==> run_1/metal_density.png <==
24 x 15 tiles, from black (low) to pale yellow (high), scaled to the fullest tile. Values are wire area over tile area, all layers added.
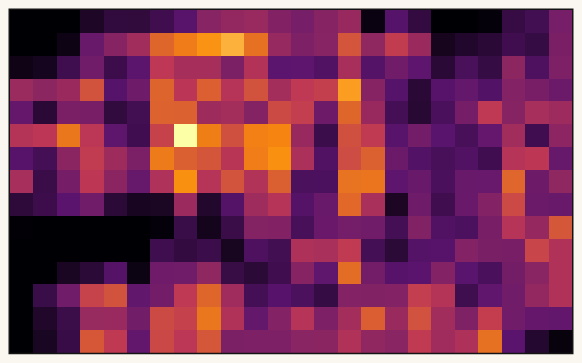
==> run_1/layer_met3.png <==
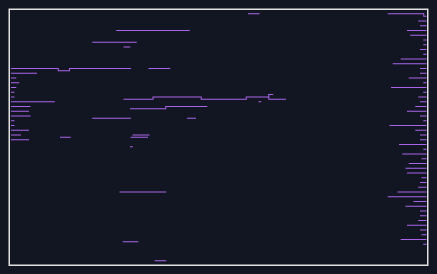
==> run_1/io_fan.png <==
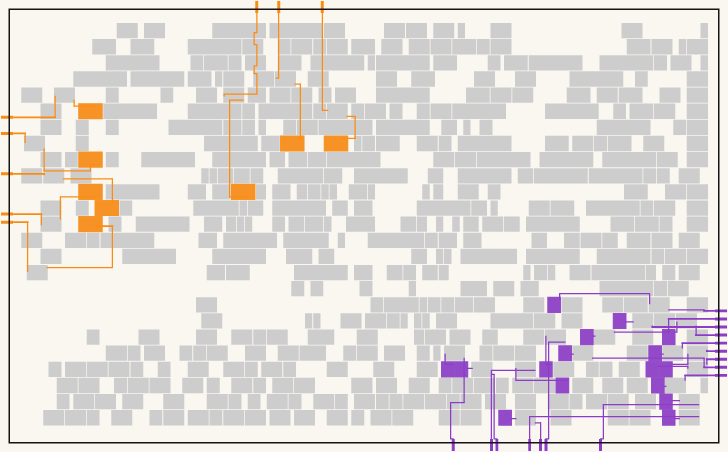
File: src/rtl/axi_fft_master_pkg.sv
// axi_fft_master_pkg: shared types and constants for the FFT bridge AXI initiator.
//   master_fsm_e   : the six-state burst sequencer
//   AXSIZE_2B/4B   : beat size encodings for 16-bit writes and 32-bit reads
//   AXBURST_INCR   : incrementing burst type
package axi_fft_master_pkg;

  typedef enum logic [2:0] {
    StIdle,
    StAddrWrite,
    StDataWrite,
    StWaitCalc,
    StAddrRead,
    StDataRead
  } master_fsm_e;

  localparam logic [2:0] AXSIZE_2B    = 3'b001;
  localparam logic [2:0] AXSIZE_4B    = 3'b010;
  localparam logic [1:0] AXBURST_INCR = 2'b01;

endpackage

File: src/rtl/axi_fft_master.sv
// axi_fft_master: AXI-style initiator for the FFT slave bridge.
// On i_START it writes one INCR burst of samples taken from the upstream stream
// (i_S_*/o_S_READY), waits for i_CALC_END, reads one INCR burst and forwards the
// results to the downstream stream (o_M_*/i_M_READY). There is no B channel.
// Ports:
//   i_clk, i_rstn              clock, asynchronous active-low reset
//   i_START, i_BURST_LEN       start pulse and AxLEN (beats - 1) for both bursts
//   i_WR_ADDR, i_RD_ADDR       burst start addresses, captured on start
//   i_CALC_END                 FFT finished flag
//   i_S_*/o_S_READY            sample source stream
//   o_M_*/i_M_READY            result sink stream
//   o_AW*/o_W*/o_AR*/o_RREADY  AXI write address, write data, read address, read data
//   o_BUSY, o_DONE, o_LAST_ERR status: not idle, burst done pulse, sticky RLAST mismatch
module axi_fft_master
  import axi_fft_master_pkg::*;
#(
  parameter int unsigned ADDR_WIDTH   = 12,
  parameter int unsigned SAMPLE_WIDTH = 16,
  parameter int unsigned DATA_WIDTH   = 32
) (
  input  logic                    i_clk,
  input  logic                    i_rstn,
  input  logic                    i_START,
  input  logic [7:0]              i_BURST_LEN,
  input  logic [ADDR_WIDTH-1:0]   i_WR_ADDR,
  input  logic [ADDR_WIDTH-1:0]   i_RD_ADDR,
  input  logic                    i_CALC_END,
  input  logic [SAMPLE_WIDTH-1:0] i_S_DATA,
  input  logic                    i_S_VALID,
  output logic                    o_S_READY,
  output logic [DATA_WIDTH-1:0]   o_M_DATA,
  output logic                    o_M_VALID,
  output logic                    o_M_LAST,
  input  logic                    i_M_READY,
  output logic [ADDR_WIDTH-1:0]   o_AWADDR,
  output logic [7:0]              o_AWLEN,
  output logic [2:0]              o_AWSIZE,
  output logic [1:0]              o_AWBURST,
  output logic                    o_AWVALID,
  input  logic                    i_AWREADY,
  output logic [SAMPLE_WIDTH-1:0] o_WDATA,
  output logic [1:0]              o_WSTRB,
  output logic                    o_WVALID,
  output logic                    o_WLAST,
  input  logic                    i_WREADY,
  output logic [ADDR_WIDTH-1:0]   o_ARADDR,
  output logic [7:0]              o_ARLEN,
  output logic [2:0]              o_ARSIZE,
  output logic [1:0]              o_ARBURST,
  output logic                    o_ARVALID,
  input  logic                    i_ARREADY,
  input  logic [DATA_WIDTH-1:0]   i_RDATA,
  input  logic                    i_RVALID,
  input  logic                    i_RLAST,
  output logic                    o_RREADY,
  output logic                    o_BUSY,
  output logic                    o_DONE,
  output logic                    o_LAST_ERR
);

  master_fsm_e           state_q;
  logic [7:0]            beat_cnt_q;
  logic [7:0]            len_q;
  logic [ADDR_WIDTH-1:0] wr_addr_q;
  logic [ADDR_WIDTH-1:0] rd_addr_q;
  logic                  done_q;
  logic                  last_err_q;

  logic cnt_last;
  logic aw_hs;
  logic w_hs;
  logic ar_hs;
  logic r_hs;

  // 8-bit counter against 8-bit length: len 255 terminates at 255 before any wrap.
  assign cnt_last = (beat_cnt_q == len_q);
  assign aw_hs    = (state_q == StAddrWrite) && i_AWREADY;
  assign w_hs     = (state_q == StDataWrite) && i_S_VALID && i_WREADY;
  assign ar_hs    = (state_q == StAddrRead) && i_ARREADY;
  assign r_hs     = (state_q == StDataRead) && i_RVALID && i_M_READY;

  always_ff @(posedge i_clk or negedge i_rstn) begin
    if (!i_rstn) begin
      state_q    <= StIdle;
      beat_cnt_q <= '0;
      len_q      <= '0;
      wr_addr_q  <= '0;
      rd_addr_q  <= '0;
      done_q     <= 1'b0;
      last_err_q <= 1'b0;
    end else begin
      done_q <= 1'b0;
      unique case (state_q)
        StIdle: begin
          if (i_START) begin
            len_q      <= i_BURST_LEN;
            wr_addr_q  <= i_WR_ADDR;
            rd_addr_q  <= i_RD_ADDR;
            beat_cnt_q <= '0;
            last_err_q <= 1'b0;
            state_q    <= StAddrWrite;
          end
        end
        StAddrWrite: begin
          if (aw_hs) state_q <= StDataWrite;
        end
        StDataWrite: begin
          if (w_hs) begin
            if (cnt_last) begin
              beat_cnt_q <= '0;
              state_q    <= StWaitCalc;
            end else begin
              beat_cnt_q <= beat_cnt_q + 8'd1;
            end
          end
        end
        StWaitCalc: begin
          if (i_CALC_END) state_q <= StAddrRead;
        end
        StAddrRead: begin
          if (ar_hs) state_q <= StDataRead;
        end
        StDataRead: begin
          if (r_hs) begin
            // The counter ends the burst; RLAST is only cross-checked.
            if (i_RLAST != cnt_last) last_err_q <= 1'b1;
            if (cnt_last) begin
              beat_cnt_q <= '0;
              done_q     <= 1'b1;
              state_q    <= StIdle;
            end else begin
              beat_cnt_q <= beat_cnt_q + 8'd1;
            end
          end
        end
        default: state_q <= StIdle;
      endcase
    end
  end

  // Channel outputs decoded from the registered state; data paths pass through
  // only in their own phase so everything reads 0 elsewhere.
  always_comb begin
    o_AWADDR  = '0;
    o_AWLEN   = '0;
    o_AWSIZE  = '0;
    o_AWBURST = '0;
    o_AWVALID = 1'b0;
    o_WDATA   = '0;
    o_WSTRB   = '0;
    o_WVALID  = 1'b0;
    o_WLAST   = 1'b0;
    o_S_READY = 1'b0;
    o_ARADDR  = '0;
    o_ARLEN   = '0;
    o_ARSIZE  = '0;
    o_ARBURST = '0;
    o_ARVALID = 1'b0;
    o_RREADY  = 1'b0;
    o_M_DATA  = '0;
    o_M_VALID = 1'b0;
    o_M_LAST  = 1'b0;
    unique case (state_q)
      StAddrWrite: begin
        o_AWADDR  = wr_addr_q;
        o_AWLEN   = len_q;
        o_AWSIZE  = AXSIZE_2B;
        o_AWBURST = AXBURST_INCR;
        o_AWVALID = 1'b1;
      end
      StDataWrite: begin
        o_WDATA   = i_S_DATA;
        o_WSTRB   = 2'b11;
        o_WVALID  = i_S_VALID;
        o_WLAST   = cnt_last;
        o_S_READY = i_WREADY;
      end
      StAddrRead: begin
        o_ARADDR  = rd_addr_q;
        o_ARLEN   = len_q;
        o_ARSIZE  = AXSIZE_4B;
        o_ARBURST = AXBURST_INCR;
        o_ARVALID = 1'b1;
      end
      StDataRead: begin
        o_RREADY  = i_M_READY;
        o_M_DATA  = i_RDATA;
        o_M_VALID = i_RVALID;
        o_M_LAST  = cnt_last;
      end
      default: ;
    endcase
  end

  assign o_BUSY     = (state_q != StIdle);
  assign o_DONE     = done_q;
  assign o_LAST_ERR = last_err_q;

endmodule

File: config.mk
export PLATFORM = sky130hd
export DESIGN_NAME = axi_fft_master
export DESIGN_NICKNAME = d
export VERILOG_FILES = /design/src/rtl/axi_fft_master_pkg.sv /design/src/rtl/axi_fft_master.sv
export SDC_FILE = /design/constraint.sdc
export NUM_CORES = 1
export LEC_CHECK = 0
export CORE_ASPECT_RATIO = 0.6
export CORE_MARGIN = 1.5
export CORE_UTILIZATION = 35
export DETAILED_ROUTE_END_ITERATION = 12
export GPL_TIMING_DRIVEN = 1
export HOLD_SLACK_MARGIN = 0.08
export PLACE_DENSITY = 0.83
export SLEW_MARGIN = 20
export SYNTH_ARGS = -nofsm -noshare
export SYNTH_HDL_FRONTEND = slang
export SYNTH_SLANG_ARGS = --single-unit
File: constraint.sdc
create_clock -name i_clk -period 2.6 [get_ports i_clk]
set_clock_uncertainty 0.15 [all_clocks]
set_input_delay 0.39 -clock i_clk [delete_from_list [all_inputs] [get_ports i_clk]]
set_output_delay 0.39 -clock i_clk [all_outputs]
set_load 0.01 [all_outputs]
==> flow_summary.ini, run 1 <==
; yosys + openroad results
[status]
outcome = completed

[drt]
avgViaCountPerCell = 4.65
highest_layer = met4
dr_wl_met3_um = 433
wl_met2_um = 4210
avgRoutedWirePerCell_um = 15.1

[synthesis]
ys_seq_share = 0.396
mux_share = 0.138
syn_area_mm2 = 0.00285
simple_gate_share = 0.287
yosys.area.top_type = dfrtp_1
top_cells_by_count = and2_1, dfrtp_1, mux2_2
ff_type = dfrtp_1
ys_area_mm2 = 0.00285
yosysWarnings = 0
yosys.area_share.adder = 0.00440
synthCells = 285
area_leaders = dfrtp_1, and2_1, mux2_2, and3_1, buf_4
synthMostInstantiatedCell = and2_1

[final_layout]
buffers = 210
nNetsFinal = 569
clock_area_frac = 0.0278
area_share_nonclk_buffers = 0.412
final.fill_count = 647
comb_share = 0.304
nNonClkInverters = 8

[clock_network]
postCtsSetupBuffers = 1
cts_tree = built

[pwr]
seq-power_mw = 1.22
p_int_mw = 2.68

[worst_setup_path]
worst-path-stages = 4
endpoint_kind = output pin
r2r_start = state_q[1]
path_max_fanout = 38
ff2ff_path_depth = 6

[floorplanning]
row_count = 25
chipArea_mm2 = 0.00870
initCoreUtil = 0.361
dieWidth_um = 119

[placement]
place_congestion = 0.781
dp_hpwl_um = 6880

[sta]
max_freq_mhz = 400

[global_route]
use_met2 = 0.336
use_met3 = 0.0453
grt_pass1_vias = 2713
-- metal_density.png (at the start) --
The mean over all tiles is 0.16. The fullest tile reaches 0.49. 19% of the tiles are over half the peak.

-- layer_met3.png (at the start) --
77 nets have wire on it. The longest straight run is 20.7 um. The layer holds 4.9% of the routed length. The wires run mostly horizontal.
via count: 2725
Routed WL: 8860 um

-- io_fan.png (at the start) --
Key: purple = o_WDATA [direction output, edge 9 right, 7 bottom, end cells 16, buffers 16, wire 266 um]; orange = i_BURST_LEN [direction input, edge 5 left, 3 top, end cells 8, buffers 8, wire 189 um]
I/O pin total: 202
IO Port Bufs: 195

==> inputs of run 2 (changes only) <==
--- a/config.mk
+++ b/config.mk
@@ -5,13 +5,15 @@
 export SDC_FILE = /design/constraint.sdc
 export NUM_CORES = 1
 export LEC_CHECK = 0
+export ABC_AREA = 1
 export CORE_ASPECT_RATIO = 0.6
 export CORE_MARGIN = 1.5
-export CORE_UTILIZATION = 35
+export CORE_UTILIZATION = 36
 export DETAILED_ROUTE_END_ITERATION = 12
 export GPL_TIMING_DRIVEN = 1
 export HOLD_SLACK_MARGIN = 0.08
-export PLACE_DENSITY = 0.83
+export MAX_ROUTING_LAYER = met4
+export PLACE_DENSITY = 0.84
 export SLEW_MARGIN = 20
 export SYNTH_ARGS = -nofsm -noshare
 export SYNTH_HDL_FRONTEND = slang
==> flow_summary.ini, run 2 <==
; yosys + openroad results
[status]
outcome = completed

[placement]
dp_hpwl_um = 7730
place_congestion = 0.899
port_buffers = 195

[worst_setup_path]
path_max_fanout = 6
endpoint_kind = output pin

[sta]
max_freq_mhz = 398

[global_route]
use_met3 = 0.0648

[synthesis]
ys_seq_share = 0.383
area_leaders = dfrtp_1, nor2_1, inv_1, nand2_1, a21oi_1
ys_area_mm2 = 0.00294
simple_gate_share = 0.312
syn_area_mm2 = 0.00294
yosys.area.top_type = dfrtp_1
yosysWarnings = 0

[final_layout]
comb_share = 0.238
clock_area_frac = 0.0316

[drt]
avgViaCountPerCell = 4.52
dr_wl_met3_um = 870
wl_met2_um = 5000
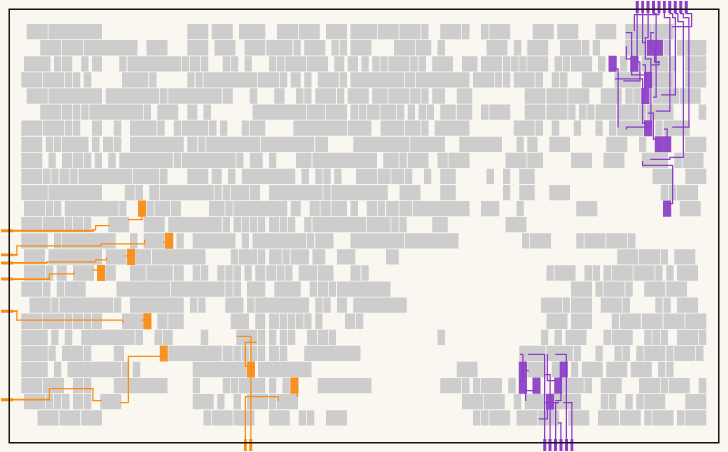
(run_2/io_fan.png)
Key: orange = i_BURST_LEN [direction input, edge 6 left, 2 bottom, end cells 8, buffers 8, wire 181 um]; purple = o_WDATA [direction output, edge 10 top, 6 bottom, end cells 16, buffers 16, wire 329 um]

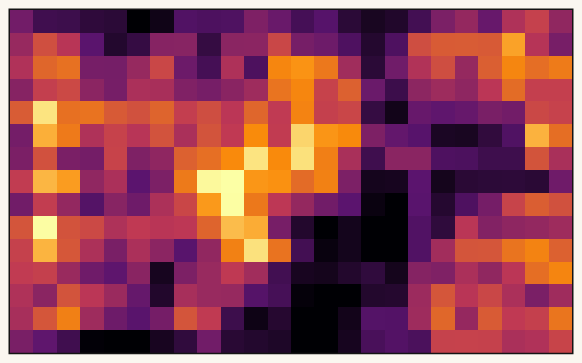
(run_2/metal_density.png)
24 x 15 tiles, from black (low) to pale yellow (high), scaled to the fullest tile. Values are wire area over tile area, all layers added.
WL/cell: 14.1 um
Routed WL: 10700 um

